**Metal 1**

Supply wires on this layer in gray.
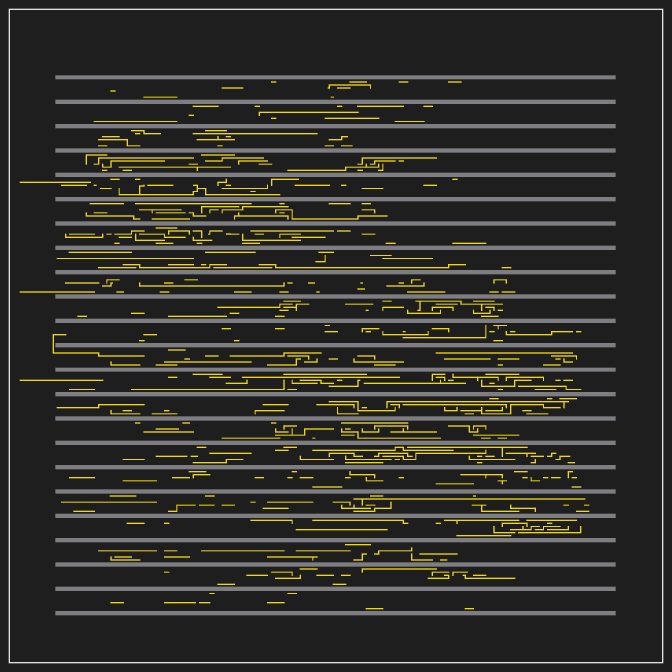
**Wire density map**

15 x 15 tiles, from black (low) to pale yellow (high), scaled to the fullest tile. Values are wire area over tile area, all layers added.
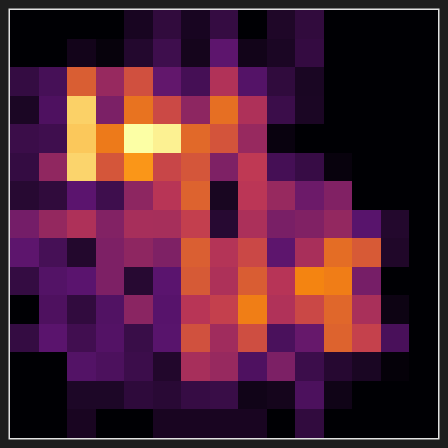
**Wiring by layer**

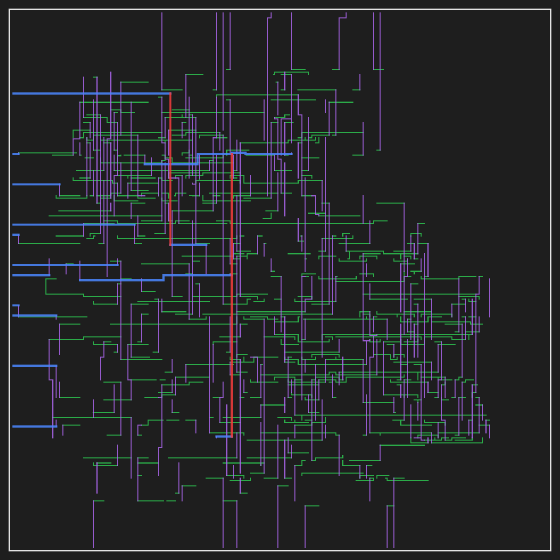
**Placement by cell class**

Bar = 20 um. Fill, decap, tap and diode cells in gray.
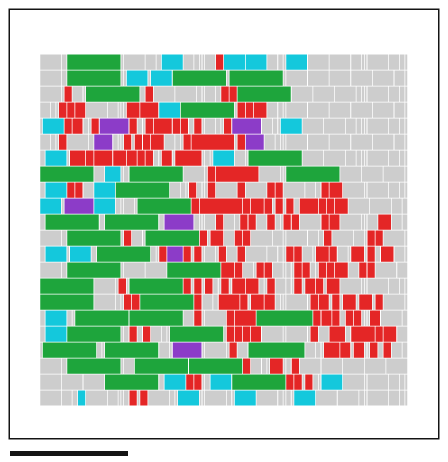
## src/rtl/pulse_arb_pkg.sv

```systemverilog
// Shared types and defaults for the pulse event arbiter.
package pulse_arb_pkg;

  localparam int unsigned N_CH_DEF  = 4;
  localparam int unsigned CNT_W_DEF = 8;

  typedef enum logic [0:0] {
    IDLE  = 1'b0,
    OFFER = 1'b1
  } arb_state_e;

endpackage

```

## src/rtl/pulse_sync_edge.sv

```systemverilog
// One-channel 2-flop synchronizer followed by a registered rising-edge detector.
// Ports: clk, rst (async active-low), noisy (async level), pulse (1-cycle edge).
module pulse_sync_edge (
  input  logic clk,
  input  logic rst,
  input  logic noisy,
  output logic pulse
);

  logic sync1;
  logic sync2;
  logic prev;

  // prev resets to 0 so a level held high through reset yields one pulse
  always_ff @(posedge clk or negedge rst) begin
    if (!rst) begin
      sync1 <= 1'b0;
      sync2 <= 1'b0;
      prev  <= 1'b0;
      pulse <= 1'b0;
    end else begin
      sync1 <= noisy;
      sync2 <= sync1;
      prev  <= sync2;
      pulse <= sync2 & ~prev;
    end
  end

endmodule

```

## src/rtl/pulse_event_arbiter.sv

```systemverilog
// Collects edge events from N_CH asynchronous pulse inputs and offers them one
// record per cycle, round-robin, over a valid/ready handshake. Events arriving
// on a channel that is already pending are counted as drops.
// Ports: clk, rst (async active-low); noisy_in/ch_en per channel;
//        evt_valid/evt_ready/evt_ch record handshake;
//        drop_cnt (saturating), ovf_sticky (per channel), clr_ovf clear strobe.
module pulse_event_arbiter
  import pulse_arb_pkg::*;
#(
  parameter int unsigned N_CH  = N_CH_DEF,
  parameter int unsigned CNT_W = CNT_W_DEF
) (
  input  logic                    clk,
  input  logic                    rst,
  input  logic [N_CH-1:0]         noisy_in,
  input  logic [N_CH-1:0]         ch_en,
  output logic                    evt_valid,
  input  logic                    evt_ready,
  output logic [$clog2(N_CH)-1:0] evt_ch,
  output logic [CNT_W-1:0]        drop_cnt,
  output logic [N_CH-1:0]         ovf_sticky,
  input  logic                    clr_ovf
);

  localparam int unsigned CH_W  = $clog2(N_CH);
  localparam int unsigned SUM_W = CNT_W + 5;
  localparam logic [CH_W-1:0]  LAST_CH = CH_W'(N_CH - 1);
  localparam logic [CNT_W-1:0] CNT_MAX = '1;

  logic [N_CH-1:0] edge_pls;

  arb_state_e      state, state_nxt;
  logic [CH_W-1:0] evt_ch_nxt;
  logic [CH_W-1:0] last_grant, last_nxt;
  logic [N_CH-1:0] pending, pending_nxt;
  logic [N_CH-1:0] grant;
  logic [N_CH-1:0] drop_vec;
  logic [N_CH-1:0] ovf_nxt;
  logic [CNT_W-1:0] drop_nxt;
  logic [CNT_W-1:0] drop_base;
  logic [4:0]       ndrop;
  logic [SUM_W-1:0] drop_sum;
  logic [CH_W-1:0]  idx;
  logic [CH_W-1:0]  win;
  logic             found;

  genvar g;
  generate
    for (g = 0; g < N_CH; g++) begin : g_ch
      pulse_sync_edge u_sync (
        .clk   (clk),
        .rst   (rst),
        .noisy (noisy_in[g]),
        .pulse (edge_pls[g])
      );
    end
  endgenerate

  assign evt_valid = (state == OFFER);

  // State and bookkeeping registers
  always_ff @(posedge clk or negedge rst) begin
    if (!rst) begin
      state      <= IDLE;
      evt_ch     <= '0;
      last_grant <= LAST_CH;
      pending    <= '0;
      drop_cnt   <= '0;
      ovf_sticky <= '0;
    end else begin
      state      <= state_nxt;
      evt_ch     <= evt_ch_nxt;
      last_grant <= last_nxt;
      pending    <= pending_nxt;
      drop_cnt   <= drop_nxt;
      ovf_sticky <= ovf_nxt;
    end
  end

  // Round-robin selection, FSM next state, pending and drop accounting
  always_comb begin
    state_nxt  = state;
    evt_ch_nxt = evt_ch;
    last_nxt   = last_grant;
    grant      = '0;
    found      = 1'b0;
    win        = '0;
    idx        = '0;
    ndrop      = '0;

    // Scan from last_grant+1, wrapping at N_CH-1
    for (int unsigned i = 1; i <= N_CH; i++) begin
      idx = CH_W'((32'(last_grant) + i) % N_CH);
      if (!found && pending[idx]) begin
        found = 1'b1;
        win   = idx;
      end
    end

    case (state)
      IDLE: begin
        if (found) begin
          state_nxt  = OFFER;
          evt_ch_nxt = win;
          last_nxt   = win;
          grant[win] = 1'b1;
        end
      end
      OFFER: begin
        if (evt_ready) begin
          if (found) begin
            evt_ch_nxt = win;
            last_nxt   = win;
            grant[win] = 1'b1;
          end else begin
            state_nxt = IDLE;
          end
        end
      end
      default: state_nxt = IDLE;
    endcase

    // A new edge on a channel being granted this cycle re-arms it without a drop
    drop_vec    = edge_pls & ch_en & pending & ~grant;
    pending_nxt = (pending & ~grant) | (edge_pls & ch_en);

    for (int unsigned i = 0; i < N_CH; i++) begin
      ndrop = ndrop + 5'(drop_vec[i]);
    end

    // Clear first, then add this cycle's drops so a coincident drop survives
    drop_base = clr_ovf ? '0 : drop_cnt;
    drop_sum  = SUM_W'(drop_base) + SUM_W'(ndrop);
    if (drop_sum > SUM_W'(CNT_MAX)) begin
      drop_nxt = CNT_MAX;
    end else begin
      drop_nxt = CNT_W'(drop_sum);
    end
    ovf_nxt = (clr_ovf ? '0 : ovf_sticky) | drop_vec;
  end

endmodule

```

## config.mk

```make
export PLATFORM = sky130hd
export DESIGN_NAME = pulse_event_arbiter
export DESIGN_NICKNAME = d
export VERILOG_FILES = /design/src/rtl/pulse_arb_pkg.sv /design/src/rtl/pulse_sync_edge.sv /design/src/rtl/pulse_event_arbiter.sv
export SDC_FILE = /design/constraint.sdc
export NUM_CORES = 1
export LEC_CHECK = 0
export ABC_AREA = 1
export CORE_MARGIN = 5
export CORE_UTILIZATION = 44
export DETAILED_ROUTE_END_ITERATION = 7
export PLACE_DENSITY_LB_ADDON = 0.3
export RECOVER_POWER = 25
export SLEW_MARGIN = 0
export SYNTH_ARGS = -nofsm -noshare
export SYNTH_HDL_FRONTEND = slang
export SYNTH_SLANG_ARGS = --single-unit
```

## constraint.sdc

```tcl
create_clock -name clk -period 4.55 [get_ports clk]
set_input_delay 1.365 -clock clk [delete_from_list [all_inputs] [get_ports clk]]
set_output_delay 1.365 -clock clk [all_outputs]
set_load 0.01 [all_outputs]
```

==> Slide: Implementation Results <==
Run Summary

Yosys
  • Largest cells by area after synthesis: sky130_fd_sc_hd__dfrtp_1 (50%), sky130_fd_sc_hd__nand2_1 (16%), sky130_fd_sc_hd__nand2_2 (6.1%)
  • Synthesized area: 1740 sq um
  • Total cell area reported by yosys after synthesis: 1740 sq um
  • Nets at Floorplan: 218
  • Part of the Yosys area used for sequential elements: 0.535
  • Most common library cells after synthesis: sky130_fd_sc_hd__nand2_1 (72), sky130_fd_sc_hd__dfrtp_1 (35), sky130_fd_sc_hd__inv_1 (22)
  • Top-area cell type share of the netlist area: 0.505
  • Largest area contributor in the synthesized netlist: sky130_fd_sc_hd__dfrtp_1
  • Number of flops mapped to enable cells by yosys: 0

Detailed routing
  • Remaining design rule violation count: 0
  • Drt via density: 4.61
  • DRT iter0 DRCs: 55

Status
  • Status: finished, violations left
  • Violated checks: capacitance limit, slew limit

Timing
  • WHS: 358 ps
  • Pins Over Slew Limit: 38
  • Fin Setup TNS: 0 ps
  • Highest attainable clock frequency: 239 MHz
  • Final setup viols: 0
  • RSZ-0062 raised after global routing: no
  • Crit path time final: 4180 ps
  • Slew Limit Headroom: -0.271
  • Fraction of the cycle the final worst path needs: 0.920
  • Setup clock skew after layout: 4.45 ps
  • Worst Max-Slew Pin Slew: 1910 ps
  • Final number of hold-violating endpoints: 0

Worst setup path
  • Class of the most critical setup path: primary input to flop
  • Register-to-register setup slack: 750 ps
  • Endpoint of the worst setup timing path: drop_cnt[7]
  • Crit path required time: 4750 ps
  • Max FO, Critical Path: 8
  • Crit end category: flop
  • Worst reg2reg path endpoint: drop_cnt[7]
  • WP data arrival: 4380 ps
  • Logic depth of the worst register-to-register path: 23
  • Critical path launch point type: primary input

Pwr
  • Part of the total power dissipated in combinational logic: 0.469
  • Total leakage power: 1.13 nW
  • Share of power burned in registers: 0.353
  • Worst IR Drop VDD: 0.290 mV
  • Clock network fraction of design power: 0.178
  • Cell area power density: 607 nW/um^2
  • Net Sw Frac: 0.428
  • PnR Total Power: 1.30 mW

Clock network
  • Skew-Pair Late Insertion Delay: 290 ps
  • CTS hold repair buffers: 0
  • CTS sink cnt: 37
  • Number of buffers created by CTS: 5
  • Worst-path clk slew: 80 ps
  • Maximum root-to-sink buffer count: 2
  • Root Buffer Master: sky130_fd_sc_hd__clkbuf_8
  • Number of buffers inserted to repair setup after CTS: 0

Global route
  • Pin count of the biggest net entering global routing: 38
  • Initial antenna violation count: 0
  • Number of global-route vias before repair: 1297

Floorplanning
  • Die Size: 5300 sq um
  • Chip Height: 72.8 um
  • # IOs: 27
  • Floorplan core density: 0.464
  • Floorplan die width: 72.8 um

Layout
  • Fin nets: 250
  • Summed area of non-filler cells in the final layout: 2140 sq um
  • Fraction of final layout cells sized beyond drive strength 1: 0.157
  • # diodes: 0

Place
  • Worst setup timing slack at the placement stage: 3.82 ps
  • Instance area after placement: 2040 sq um
  • Count of input and output buffers: 26

Run
  • Number of violations of the max-capacitance limit: 1

Min path
  • WHS Path Cells: 0
  • Worst hold path type: flop to flop
  • Origin of the worst min-delay path: g_ch[0].u_sync.sync1
-- 'metal 1' (at the start) --
longest straight run: 25.8 um
share of all routed wire: 46%
wire length on this layer: 1440 um

-- 'wire density map' (at the start) --
mean over tiles: 0.094
nearly empty tiles: 27%
tiles over half the peak: 16%
via count: 1304
final wirelength: 3.15 mm
overall global routing resource usage: 0.140
routed len/inst: 11.1 um

-- 'wiring by layer' (at the start) --
[M3] blue | wire length: 131 um
[M2] purple | wire length: 1530 um
[M4] red | wire length: 58.5 um
[M1] green | wire length: 1440 um

-- 'placement by cell class' (at the start) --
[clock drivers and dummy loads] purple | cells: 8 | share of their area: 4.5%
[remaining buffers and delay cells] cyan | cells: 27 | share of their area: 13%
[registers] green | cells: 37 | share of their area: 45%
[remaining logic cells] red | cells: 163 | share of their area: 38%
area of the core region: 3740 sq um
core utilization of the finished layout: 0.571
sequential share of cell area: 0.435

==> layer usage <==
layer	global-route usage	up-vias	share of wire
li1	-	678	-
met1	0.178	605	0.46
met2	0.225	16	0.48
met3	0.0427	5	0.042
met4	0.0492	0	0.018
met5	0	-	0
==> registers in the layout (all words and copies together), names as in the netlist <==
signal,cells
g_ch.u_sync.sync1,4
evt_ch,2
g_ch.u_sync.prev,4
pending,4
ovf_sticky,4
evt_valid,1
g_ch.u_sync.sync2,4
last_grant,2
g_ch.u_sync.pulse,4
drop_cnt,8
==> layout by cell type, fill, tap and decap left out, types with 4 or more instances in the layout <==
master,n
sky130_fd_sc_hd__nand2_1,72
sky130_fd_sc_hd__clkbuf_8,5
sky130_fd_sc_hd__dfrtp_1,35
sky130_fd_sc_hd__nor2_1,16
sky130_fd_sc_hd__inv_1,22
sky130_fd_sc_hd__nand3_1,6
sky130_fd_sc_hd__nand4_1,4
sky130_fd_sc_hd__nand2_2,17
sky130_fd_sc_hd__dlygate4sd3_1,4
sky130_fd_sc_hd__inv_2,4
sky130_fd_sc_hd__clkdlybuf4s50_1,21
==> cells by family (layout without fill, tap and decap cells) <==
| family | count (synthesis) | in the layout | synth area share |
|---|---|---|---|
| simple gates | 121 | 121 | 0.314 |
| fa+ha+maj | 4 | 4 | 0.0418 |
| xor+xnor | 3 | 3 | 0.0151 |
| compound gates | 8 | 8 | 0.0245 |
| buf+inv | 29 | 62 | 0.0699 |
| flops | 37 | 37 | 0.535 |
==> final cells by class <==
| cell class | instances | area [sq um] |
|---|---|---|
| inverter | 27 | 106 |
| clock inverter | 3 | 25.0 |
| timing repair buffer | 27 | 262 |
| multi-input combinational | 136 | 686 |
| fill | 357 | 1610 |
| clock buffer | 5 | 68.8 |
| tap | 48 | 60.1 |
| sequential | 37 | 928 |
==> through the flow <==
| stage | util | instances |
|---|---|---|
| floorplan | - | 202 |
| global placement | 0.544 | 274 |
| detailed placement | 0.544 | 274 |
| CTS | 0.569 | 282 |
| global route | 0.571 | 283 |
| finish | 0.571 | 283 |
==> power by group through the flow <==
stage          sequential (mW)  combinational (mW)  clock (mW)
6_report                 0.458               0.608       0.231
2_1_floorplan            0.456               0.469           0
4_1_cts                  0.458               0.620       0.242
3_3_place_gp             0.464               0.613           0
5_1_grt                  0.469               0.703       0.254
3_5_place_dp             0.465               0.617           0
==> critical path, stage by stage <==
cell	delay, ps
sky130_fd_sc_hd__clkdlybuf4s50_1	450
sky130_fd_sc_hd__inv_1	40
sky130_fd_sc_hd__nand2_1	80
sky130_fd_sc_hd__nand2_2	100
sky130_fd_sc_hd__nor2_2	180
sky130_fd_sc_hd__nand2_2	80
sky130_fd_sc_hd__nand2_2	80
sky130_fd_sc_hd__inv_2	40
sky130_fd_sc_hd__fa_1	520
sky130_fd_sc_hd__inv_1	50
sky130_fd_sc_hd__fa_1	400
sky130_fd_sc_hd__inv_1	100
sky130_fd_sc_hd__fa_1	210
sky130_fd_sc_hd__nand4_1	120
sky130_fd_sc_hd__nor2_1	180
sky130_fd_sc_hd__nand4_1	110
sky130_fd_sc_hd__buf_4	170
sky130_fd_sc_hd__o211ai_1	100
No activity file was given, so power comes from the tool's default toggle rates.
